### src/rtl/wave_capture.sv
// Captures 256-sample waveform snapshots into the half of a double-buffered RAM the display is not reading.
// Optional trigger timeout: define WAVE_CAPTURE_TIMEOUT_EN.
//
// state     | meaning
// ----------+------------------------------------------------------------
// ST_ARMED  | waiting for a positive zero crossing (or timeout)
// ST_ACTIVE | writing one converted sample per strobe, 256 in total
// ST_WAIT   | capture complete; waiting for display idle to swap halves
module wave_capture (
    input  logic        clk,
    input  logic        reset,
    input  logic        new_sample_ready,
    input  logic [15:0] new_sample_in,
    input  logic        wave_display_idle,
    output logic [8:0]  write_address,
    output logic        write_enable,
    output logic [7:0]  write_sample,
    output logic        read_index
);

    typedef enum logic [1:0] {
        ST_ARMED  = 2'd0,
        ST_ACTIVE = 2'd1,
        ST_WAIT   = 2'd2
    } state_t;

    state_t      state_q, state_d;
    logic [7:0]  count_q, count_d;
    logic [15:0] prev_q, prev_d;
    logic        ri_q, ri_d;
    logic        we_q, we_d;
    logic [8:0]  addr_q, addr_d;
    logic [7:0]  ws_q, ws_d;
    logic        trigger;
    logic        timeout_hit;

    assign trigger = new_sample_ready && prev_q[15] && !new_sample_in[15];

`ifdef WAVE_CAPTURE_TIMEOUT_EN
    logic [9:0] armed_cnt_q, armed_cnt_d;

    assign timeout_hit = new_sample_ready && (state_q == ST_ARMED)
                         && (armed_cnt_q == 10'h3FF) && !trigger;

    always_comb begin
        armed_cnt_d = armed_cnt_q;
        if (state_q == ST_ARMED && new_sample_ready)
            armed_cnt_d = armed_cnt_q + 10'd1;
        // Fresh timeout window every time the FSM re-arms.
        if (state_q == ST_WAIT && state_d == ST_ARMED)
            armed_cnt_d = 10'd0;
    end

    always_ff @(posedge clk) begin
        if (reset) armed_cnt_q <= 10'd0;
        else       armed_cnt_q <= armed_cnt_d;
    end
`else
    assign timeout_hit = 1'b0;
`endif

    always_comb begin
        state_d = state_q;
        count_d = count_q;
        prev_d  = new_sample_ready ? new_sample_in : prev_q;
        ri_d    = ri_q;
        we_d    = 1'b0;
        addr_d  = addr_q;
        ws_d    = ws_q;
        case (state_q)
            ST_ARMED: begin
                if (trigger || timeout_hit) begin
                    state_d = ST_ACTIVE;
                    count_d = 8'd0;
                end
            end
            ST_ACTIVE: begin
                if (new_sample_ready) begin
                    we_d    = 1'b1;
                    addr_d  = {~ri_q, count_q};
                    ws_d    = {~new_sample_in[15], new_sample_in[14:8]};
                    count_d = count_q + 8'd1;
                    if (count_q == 8'hFF)
                        state_d = ST_WAIT;
                end
            end
            ST_WAIT: begin
                if (wave_display_idle) begin
                    ri_d    = ~ri_q;
                    state_d = ST_ARMED;
                end
            end
            default: state_d = ST_ARMED;
        endcase
    end

    // Reset dominates a same-cycle strobe, so a pending write never escapes.
    always_ff @(posedge clk) begin
        if (reset) begin
            state_q <= ST_ARMED;
            count_q <= 8'd0;
            prev_q  <= 16'd0;
            ri_q    <= 1'b0;
            we_q    <= 1'b0;
            addr_q  <= 9'd0;
            ws_q    <= 8'd0;
        end else begin
            state_q <= state_d;
            count_q <= count_d;
            prev_q  <= prev_d;
            ri_q    <= ri_d;
            we_q    <= we_d;
            addr_q  <= addr_d;
            ws_q    <= ws_d;
        end
    end

    assign write_address = addr_q;
    assign write_enable  = we_q;
    assign write_sample  = ws_q;
    assign read_index    = ri_q;

endmodule

### config.mk
export PLATFORM = sky130hd
export DESIGN_NAME = wave_capture
export DESIGN_NICKNAME = d
export VERILOG_FILES = /design/src/rtl/wave_capture.sv
export SDC_FILE = /design/constraint.sdc
export NUM_CORES = 1
export LEC_CHECK = 0
export ABC_AREA = 1
export CAP_MARGIN = 20
export CORE_MARGIN = 10
export CORE_UTILIZATION = 46
export DETAILED_ROUTE_END_ITERATION = 7
export GPL_TIMING_DRIVEN = 0
export PLACE_DENSITY = 0.78
export SYNTH_ARGS = -nofsm -noshare
export SYNTH_HDL_FRONTEND = slang
export SYNTH_SLANG_ARGS = --single-unit
### constraint.sdc
create_clock -name clk -period 1.4 [get_ports clk]
set_input_delay 0.28 -clock clk [delete_from_list [all_inputs] [get_ports clk]]
set_output_delay 0.28 -clock clk [all_outputs]
set_load 0.03 [all_outputs]
==> deck_impl_summary.md <==
Key Metrics from the Run

Layout
  • Synthesis-to-layout area growth: 30.3%
  • Reg area: 604 µm²
  • # diodes: 0
  • Largest class: combinational gates
  • Final cell count without fillers: 262
  • Non-clk bufs: 37
  • Mi-comb count: 135

Synthesis
  • Ys cells: 195
  • Main flop type: dfxtp_1
  • Yosys stat area: 0.00134 mm²
  • Yosys cell types: 19
  • Yosys aoi share: 11.8%
  • Instance tally after logic synthesis: 195
  • Top-count cell post-synth: nand2_1
  • Mux area share: 0%
  • Post-Syn Nets: 216
  • Max-area cell share: 44.8%
  • Post-synth ARST share: 0%
  • Synthesized area: 0.00134 mm²
  • Synth Area in XOR/XNOR: 0%
  • EDFF count, synth: 0

Power and ir drop
  • Power Sequential: 1.02 mW
  • Worst vdd ir: 0.000997 V
  • Max power group: registers
  • Comb power frac: 33.9%
  • Psw: 0.948 mW
  • Sequential Power Share: 39.2%
  • Leak: 0.778 nW
  • Net Sw Frac: 36.5%
  • Clock group power: 0.701 mW

GRT
  • First-pass GRT wire length: 5.49 mm
  • Initial antenna violation count: 0

Final timing
  • Min Tclk post-route: 1.34 ns
  • Finish-stage setup viols: 0
  • Worst-margin pin slew: 0.397 ns
  • Max frequency: 745 MHz
  • Worst relative slew slack: 73.5%
  • Slew Limit Fails: 0
  • Fin crit share: 95.9%

Drt
  • Via-per-instance ratio: 5.03
  • Number of routed nets with antenna violations: 0
  • DRC: 0
  • Detailed-route via count: 1319

Clock tree
  • Clk ins delay skew pair: 0.32 ns
  • # hold bufs at CTS: 0
  • CTS root buf: clkbuf_4
  • Clock slew at reported path FFs: 0.09 ns
  • H-tree Lvls: 2
  • CTS Buffer Depth: 2
  • Setup bufs post-CTS: 0

Floorplan
  • Ports: 39
  • Core Footprint: 0.00278 mm²
  • Total die size: 0.00548 mm²
  • # rows: 19
  • Die height: 74 µm
  • Chip width: 74 µm
  • Tap cell count: 31

Worst setup path
  • Worst setup SP type: register
  • Start point of the critical path: write_sample[1]
  • FF-to-FF setup slack: 0.18 ns
  • Critical R2R Launch: state_q[0]
  • Arrival @ worst endpoint: 1.06 ns
  • Req. time, crit path: 1.12 ns
  • R2r endpoint: write_address[5]
  • Worst Path Max Fanout: 2
  • Buf+Inv Stages, Crit Path: 1

Place
  • RD Place Congestion: 0.799
  • Post-DP HPWL: 2.40 mm
  • Port Buf Inserts: 29

Run status
  • Status: complete, no violations
sequential cells by signal, summed over array words and instances (netlist names):
signal,cells
read_index,1
count_q,8
write_sample,8
write_address,9
state_q,2
prev_q,1
write_enable,1
per-stage QoR:
step	TNS [ns]	worst slack, ns	hold WS (ns)	cell area (µm²)	power [mW]
CTS	0	0.0173	0.236	1730	2.60
floorplan	0	0.247	0.377	1340	1.66
finish	0	0.0580	0.255	1750	2.60
global route	0	0.000207	0.256	1750	2.79
global placement	-5.44	-0.291	0.450	1670	1.91
detailed placement	-5.79	-0.321	0.454	1670	1.93
worst min path at each step:
| stage | slack (ns) | endpoint | start | depth (start not counted) |
|---|---|---|---|---|
| final | 0.26 | write_sample[5] | reset | 2 |
| after global routing | 0.26 | write_sample[4] | reset | 2 |
| after CTS | 0.24 | write_sample[2] | reset | 2 |
| after detailed placement | 0.45 | write_sample[5] | write_sample[5] | 2 |
| after global placement | 0.45 | write_sample[2] | write_sample[2] | 2 |
| after floorplan | 0.38 | write_sample[7] | new_sample_in[15] | 1 |
kinds of logic after synthesis:
logic type / count (synthesis)
and+or+nand+nor: 104
adders and majority gates: 1
AOI/OAI and AO/OA: 30
buffers and inverters: 30
DFF: 30
cell usage in the layout, fill, tap and decap left out, types with 3 or more instances in the layout:
cell type        synthesis  final
nand2_1                 54     54
dfxtp_1                 30     27
dlygate4sd2_1            0     12
clkbuf_4                 0      7
dfxtp_2                  0      3
nor2_1                  17     17
inv_2                    3      3
buf_2                    5      3
clkdlybuf4s15_1          0      5
a21oi_1                 23     23
inv_1                   18     18
clkdlybuf4s50_1          0      9
nand3_1                 29     29
layer usage:
layer	GRT usage [%]	routed length [µm]	part of all wire, %
met1	13.3	1270	40
met3	8.51	383	12
met4	5.18	58	1.8
met5	0	0	0
met2	20.4	1460	46
==> images/clock_nets.png <==
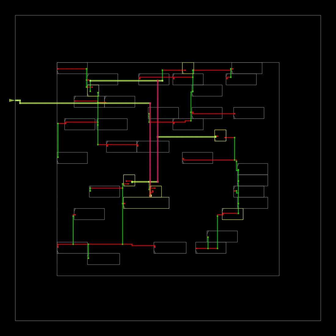
Clock Sinks: 30
clock buffers: 6

==> images/m3.png <==
(6 px per µm) Cells faint in the background.
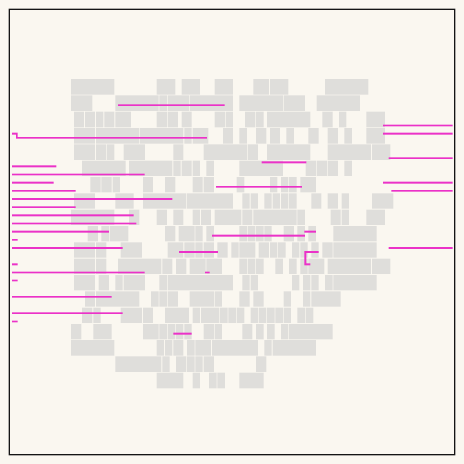
The layer carries 383 µm of wire. The longest straight run is 31.5 µm. The layer holds 12% of the routed length. 29 nets have wire on it. The wires run mostly horizontal.

==> images/clock_wires.png <==
(4 px per µm)
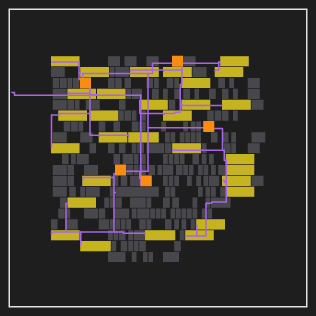
Purple stands for clock wires, length 380 µm. Orange stands for clock-net drivers, count 5. Yellow stands for flip-flops, count 30.
There are 6 routed clock nets.

==> images/m1.png <==
(4 px per µm) Supply wires on this layer in gray.
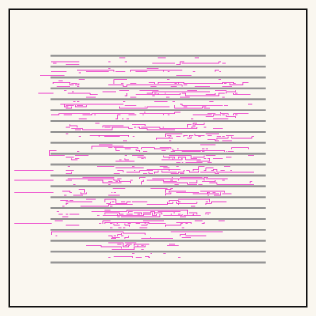
The wires run mostly horizontal. 213 nets have wire on it.

==> images/util_map.png <==
(4 px per µm) The die is cut into 7 by 7 equal tiles; white is low, dark blue is high, 0 to 100% covered.
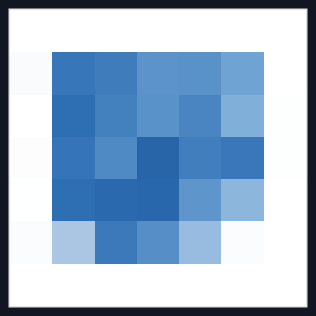
6.1% of the tiles are over 75% full. The densest ninth of the die: center. The emptiest ninth of the die: lower right. The fullest tile reaches 79%. The mean over all tiles is 31%.

Power is estimated from default activity; no workload was simulated.
